**config.mk**
```make
export PLATFORM = sky130hd
export DESIGN_NAME = serial_word_receiver
export DESIGN_NICKNAME = d
export VERILOG_FILES = /design/src/rtl/serial_pkg.sv /design/src/rtl/sync2.sv /design/src/rtl/serial_word_receiver.sv
export SDC_FILE = /design/constraint.sdc
export NUM_CORES = 1
export LEC_CHECK = 0
export ABC_AREA = 1
export ABC_CLOCK_PERIOD_IN_PS = 2200
export CELL_PAD_IN_SITES_DETAIL_PLACEMENT = 0
export CELL_PAD_IN_SITES_GLOBAL_PLACEMENT = 1
export CORE_MARGIN = 4
export CORE_UTILIZATION = 50
export CTS_BUF_LIST = sky130_fd_sc_hd__clkbuf_2
export DETAILED_ROUTE_END_ITERATION = 12
export DONT_BUFFER_PORTS = 1
export PLACE_DENSITY = 0.94
export SETUP_SLACK_MARGIN = 0.02
export SLEW_MARGIN = 10
export SYNTH_ARGS = -nofsm -noshare
export SYNTH_HDL_FRONTEND = slang
export SYNTH_HIERARCHICAL = 1
export SYNTH_SLANG_ARGS = --single-unit
export TNS_END_PERCENT = 10
```
**constraint.sdc**
```tcl
create_clock -name Inclk -period 2.2 [get_ports Inclk]
set_clock_uncertainty 0.05 [all_clocks]
set_input_delay 0.22 -clock Inclk [delete_from_list [all_inputs] [get_ports Inclk]]
set_output_delay 0.22 -clock Inclk [all_outputs]
set_load 0.005 [all_outputs]
```
**src/rtl/serial_pkg.sv**
```systemverilog
// Shared definitions for the serial word receiver.
// Holds the receiver state encoding and the default framing constants.
// The top module and its users import these.
package serial_pkg;

  // Default framing: 16 clocks per serial bit, 4 data bits per frame
  localparam int DEFAULT_CLKS_PER_BIT = 16;
  localparam int DEFAULT_DATA_BITS    = 4;

  // Receiver state machine states
  typedef enum logic [1:0] {
    IDLE,
    START,
    DATA,
    STOP
  } RxState;

endpackage

```
**src/rtl/sync2.sv**
```systemverilog
// Two-flop synchronizer for an asynchronous single-bit input.
// The flops reset to 1 because the serial line idles high.
// Without that, a spurious start bit would be seen as reset releases.
// Ports:
//   Inclk - clock
//   reset - asynchronous reset, active low
//   d     - asynchronous input
//   q     - synchronized output, two clocks behind d
module sync2 (
  input  logic Inclk,
  input  logic reset,
  input  logic d,
  output logic q
);

  logic r_meta;
  logic r_sync;

  // The first flop may go metastable.
  // The second flop gives it a full cycle to settle before q is used.
  always_ff @(posedge Inclk or negedge reset) begin
    if (!reset) begin
      r_meta <= 1'b1;
      r_sync <= 1'b1;
    end else begin
      r_meta <= d;
      r_sync <= r_meta;
    end
  end

  assign q = r_sync;

endmodule

```
**src/rtl/serial_word_receiver.sv**
```systemverilog
// Serial word receiver.
// Frame format: a start bit (0), DATA_BITS data bits sent LSB first, then a stop bit (1).
// Each bit is sampled at mid-bit using a down-counter.
// A good word is held for a consumer until it is acknowledged.
// Ports:
//   Inclk     - clock; all state changes on its rising edge
//   reset     - asynchronous reset, active low
//   shr_in    - asynchronous serial line, idles high
//   rd_ack    - one-cycle pulse that consumes the held word
//   rx_data   - last correctly received word
//   rx_valid  - rx_data holds a word that has not been consumed
//   overrun   - a held word was overwritten before it was consumed
//   frame_err - one-cycle pulse when a frame ends with a bad stop bit
//   busy      - high whenever the receiver is not idle
module serial_word_receiver
  import serial_pkg::*;
#(
  parameter int CLKS_PER_BIT = DEFAULT_CLKS_PER_BIT,
  parameter int DATA_BITS    = DEFAULT_DATA_BITS
) (
  input  logic                 Inclk,
  input  logic                 reset,
  input  logic                 shr_in,
  input  logic                 rd_ack,
  output logic [DATA_BITS-1:0] rx_data,
  output logic                 rx_valid,
  output logic                 overrun,
  output logic                 frame_err,
  output logic                 busy
);

  localparam int CNT_W = $clog2(CLKS_PER_BIT);
  localparam int IDX_W = $clog2(DATA_BITS + 1);

  // The first reload lands in the middle of the start bit.
  // Every later reload spans one full bit, keeping the samples at mid-bit.
  localparam logic [CNT_W-1:0] HALF_LOAD = CNT_W'(CLKS_PER_BIT / 2 - 1);
  localparam logic [CNT_W-1:0] FULL_LOAD = CNT_W'(CLKS_PER_BIT - 1);
  localparam logic [IDX_W-1:0] LAST_IDX  = IDX_W'(DATA_BITS - 1);

  logic                 w_lineS;
  logic                 w_expire;
  logic [DATA_BITS-1:0] w_shiftNext;

  RxState               r_state;
  logic [CNT_W-1:0]     r_cnt;
  logic [IDX_W-1:0]     r_bitIdx;
  logic [DATA_BITS-1:0] r_shift;
  logic [DATA_BITS-1:0] r_rxData;
  logic                 r_rxValid;
  logic                 r_overrun;
  logic                 r_frameErr;
  logic                 r_busy;

  sync2 u_sync (
    .Inclk (Inclk),
    .reset (reset),
    .d     (shr_in),
    .q     (w_lineS)
  );

  assign w_expire = (r_cnt == '0);

  // New bits enter at the MSB end and move toward bit 0.
  // After DATA_BITS samples, the first bit received sits in bit 0.
  always_comb begin
    w_shiftNext                = r_shift >> 1;
    w_shiftNext[DATA_BITS-1]   = w_lineS;
  end

  // Receiver FSM, bit timing, shift register and consumer handshake.
  // An acknowledge of a held word clears rx_valid and overrun.
  // A good frame completing in the same cycle overrides that clear.
  // Overrun is set only when the held word was not taken in that cycle.
  always_ff @(posedge Inclk or negedge reset) begin
    if (!reset) begin
      r_state    <= IDLE;
      r_cnt      <= '0;
      r_bitIdx   <= '0;
      r_shift    <= '0;
      r_rxData   <= '0;
      r_rxValid  <= 1'b0;
      r_overrun  <= 1'b0;
      r_frameErr <= 1'b0;
      r_busy     <= 1'b0;
    end else begin
      r_frameErr <= 1'b0;

      if (rd_ack && r_rxValid) begin
        r_rxValid <= 1'b0;
        r_overrun <= 1'b0;
      end

      case (r_state)
        IDLE: begin
          if (!w_lineS) begin
            r_state <= START;
            r_cnt   <= HALF_LOAD;
            r_busy  <= 1'b1;
          end
        end

        START: begin
          if (w_expire) begin
            if (!w_lineS) begin
              r_state  <= DATA;
              r_cnt    <= FULL_LOAD;
              r_bitIdx <= '0;
            end else begin
              // The line went high again before mid-bit: treat it as a glitch.
              r_state <= IDLE;
              r_busy  <= 1'b0;
            end
          end else begin
            r_cnt <= r_cnt - CNT_W'(1);
          end
        end

        DATA: begin
          if (w_expire) begin
            r_shift <= w_shiftNext;
            r_cnt   <= FULL_LOAD;
            if (r_bitIdx == LAST_IDX) begin
              r_state <= STOP;
            end else begin
              r_bitIdx <= r_bitIdx + IDX_W'(1);
            end
          end else begin
            r_cnt <= r_cnt - CNT_W'(1);
          end
        end

        STOP: begin
          if (w_expire) begin
            r_state <= IDLE;
            r_busy  <= 1'b0;
            if (w_lineS) begin
              r_rxData  <= r_shift;
              r_rxValid <= 1'b1;
              r_overrun <= r_rxValid & ~rd_ack;
            end else begin
              r_frameErr <= 1'b1;
            end
          end else begin
            r_cnt <= r_cnt - CNT_W'(1);
          end
        end

        default: begin
          r_state <= IDLE;
          r_busy  <= 1'b0;
        end
      endcase
    end
  end

  assign rx_data   = r_rxData;
  assign rx_valid  = r_rxValid;
  assign overrun   = r_overrun;
  assign frame_err = r_frameErr;
  assign busy      = r_busy;

endmodule

```
==> impl_metrics.yaml <==
# generated from flow reports
layout:
  fin_util_pct: 57.12
  antenna_cells: 0
  nClkBuffers: 3
  seq-cell-share_pct: 44.47
  stdcell_count: 185
  logic_area_um2: 569.3
  nFillCells: 208
  fin_nets: 171
  layout.nonclk_buf_share_pct: 2.310
  logic_gate_count: 109
  signal_buffers: 3
  dominant_cells: "sequential cells"
  final_area_mm2: 0.001300
  sh_comb_area_pct: 43.79
  seq_cells: 23
  final-seq-area_um2: 578.1
  drive_above_1_share_pct: 11.46
  lay_top_count: "nand2_1"
grt:
  met3_usage_pct: 3.394
  grt_pass1_wl_um: 3905
  grt_max_degree: 24
  met2_usage_pct: 24.19
  grt_pass1_vias: 888
  antenna_found_initial: 0
  met1_usage_pct: 19.21
power:
  power.group.top: "combinational cells"
  p_clk_w: 0.000174
  switching_share_pct: 45.54
  seqPwrFrac_pct: 40.3
  total_power_w: 0.001527
  p_seq_w: 0.000616
  irDropWorstVdd_v: 0.0006316
  clkPwrFrac_pct: 11.4
  power.density_mw_per_mm2: 1175
worst_setup_path:
  arrival_ns: 2.00
  crit_type: "reg2reg"
  ff2ff_setup_slack_ns: 0.40
  critPathSlowestCell: "dfrtp_1"
  rr_worst_depth: 7
  cpPeakStageDelay_ns: 0.44
  crit_path_end_kind: "register"
  reg2reg_from: "r_cnt[0]"
  critPathLaunch: "r_cnt[0]"
  reg2reg_to: "overrun"
  required_ns: 2.40
  path_max_fanout: 11
  setup.worst_path.start_class: "register"
detailed_routing:
  viasPerCell: 5.043
  antenna_left: 0
  drc: 0
  drt_iter0_drc: 18
  dr.pass1.iters: 4
  wl_met3_um: 105
  met2_length_um: 1069
synth:
  syn_inst: 151
  ys_cells: 151
  top_area_share_pct: 42.86
  synthArstFlopShare_pct: 100.0
  common_cells: "nand2_1, dfrtp_1, inv_1, nand3_1, nor2_1"
  avgSynthCellArea_um2: 8.120
  ys_ff: 23
  yosysUniqueCellTypes: 17
  ys_warn_count: 6
  synth-edff-count: 0
  ys_seq_share_pct: 47.14
run_status:
  status: "finished clean"
placed_design:
  place_ws_ns: 0.4560
  postPlaceCellArea_mm2: 0.001250
  dp.cells: 178
  hpwl_um: 1692
timing:
  hold_violations: 0
  period_needed_ns: 1.798
  fin_crit_sh_pct: 81.71
  setup_ws_ns: 0.4024
  final-setup-viol-count: 0
  slew_viol_final: 0
  holdWs_ns: 0.04449
  relSlewSlack_pct: 31.07
die:
  fp.coreArea_mm2: 0.002276
  num_rows: 17
  initCoreUtil_pct: 53.88
clocking:
  clock_sinks: 23
  htreeDepth: 1
  clkLatencyLatePin_ns: 0.34
  cts_tree: "done"
  cts_buffers: 3
  cts.reportedPaths.clkPinSlew_ns: 0.23
worst_hold_path:
  min_to: "overrun"
what timing repair did:
action	4_1_cts	5_1_grt
resized	0	0
endpoints found under the hold margin	25	0
hold buffers	3	0
setup buffers	0	0
sequential cells by signal, summed over array words and instances (netlist names), named ones only:
register	cells
busy	1
frame_err	1
overrun	1
r_bitIdx	3
r_cnt	4
r_shift	4
r_state	1
rx_data	4
rx_valid	1
u_sync/q	1
u_sync/r_meta	1
cells by family after synthesis:
group           after synthesis  share of synthesized area (%)
simple gates                 85                          29.29
fa+ha+maj                     9                          9.184
flops                        23                          47.14
compound gates               15                          7.959
buf+inv                      19                          6.428
worst max-delay path: cells and delay by family, from the launching register on:
family	cells	cell delay, ns
flops	1	0.44
simple gates	4	0.74
fa+ha+maj	1	0.24
buf+inv	1	0.15
compound gates	1	0.07
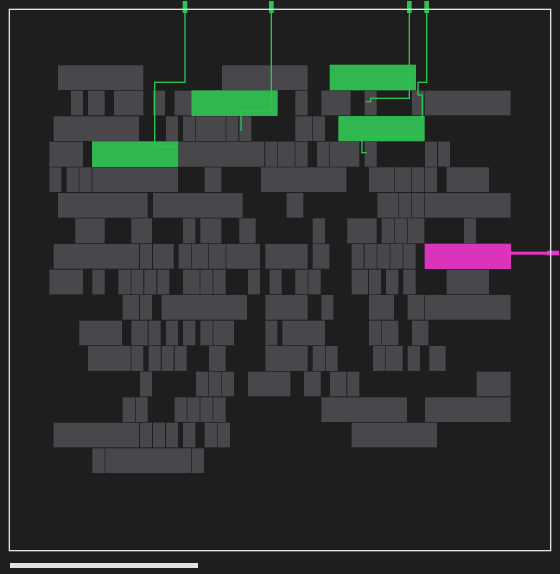
io_fan.png
Bar = 20 um.
- magenta: frame_err (bits 1; direction output; end cells 1; buffers 0; wire 4.50 um)
- green: rx_data (bits 4; direction output; end cells 4; buffers 0; wire 72.1 um)
I/O Pins: 12
number of buffers added on ports: 0

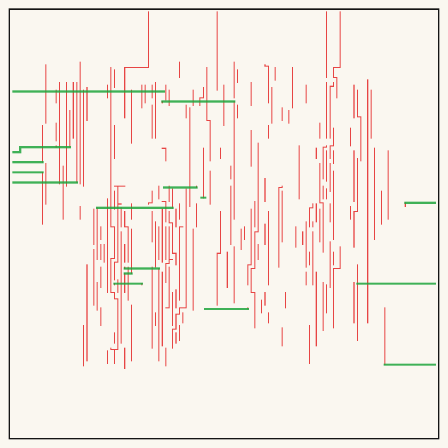
wires.png
Only two layers are drawn.
- green: metal 3 (wire length 105 um)
- red: metal 2 (wire length 1070 um)
GRT Overall Usage: 14.94%
Avg WL per Cell: 12.18 um
via count: 933

No activity file was given, so power comes from the tool's default toggle rates.
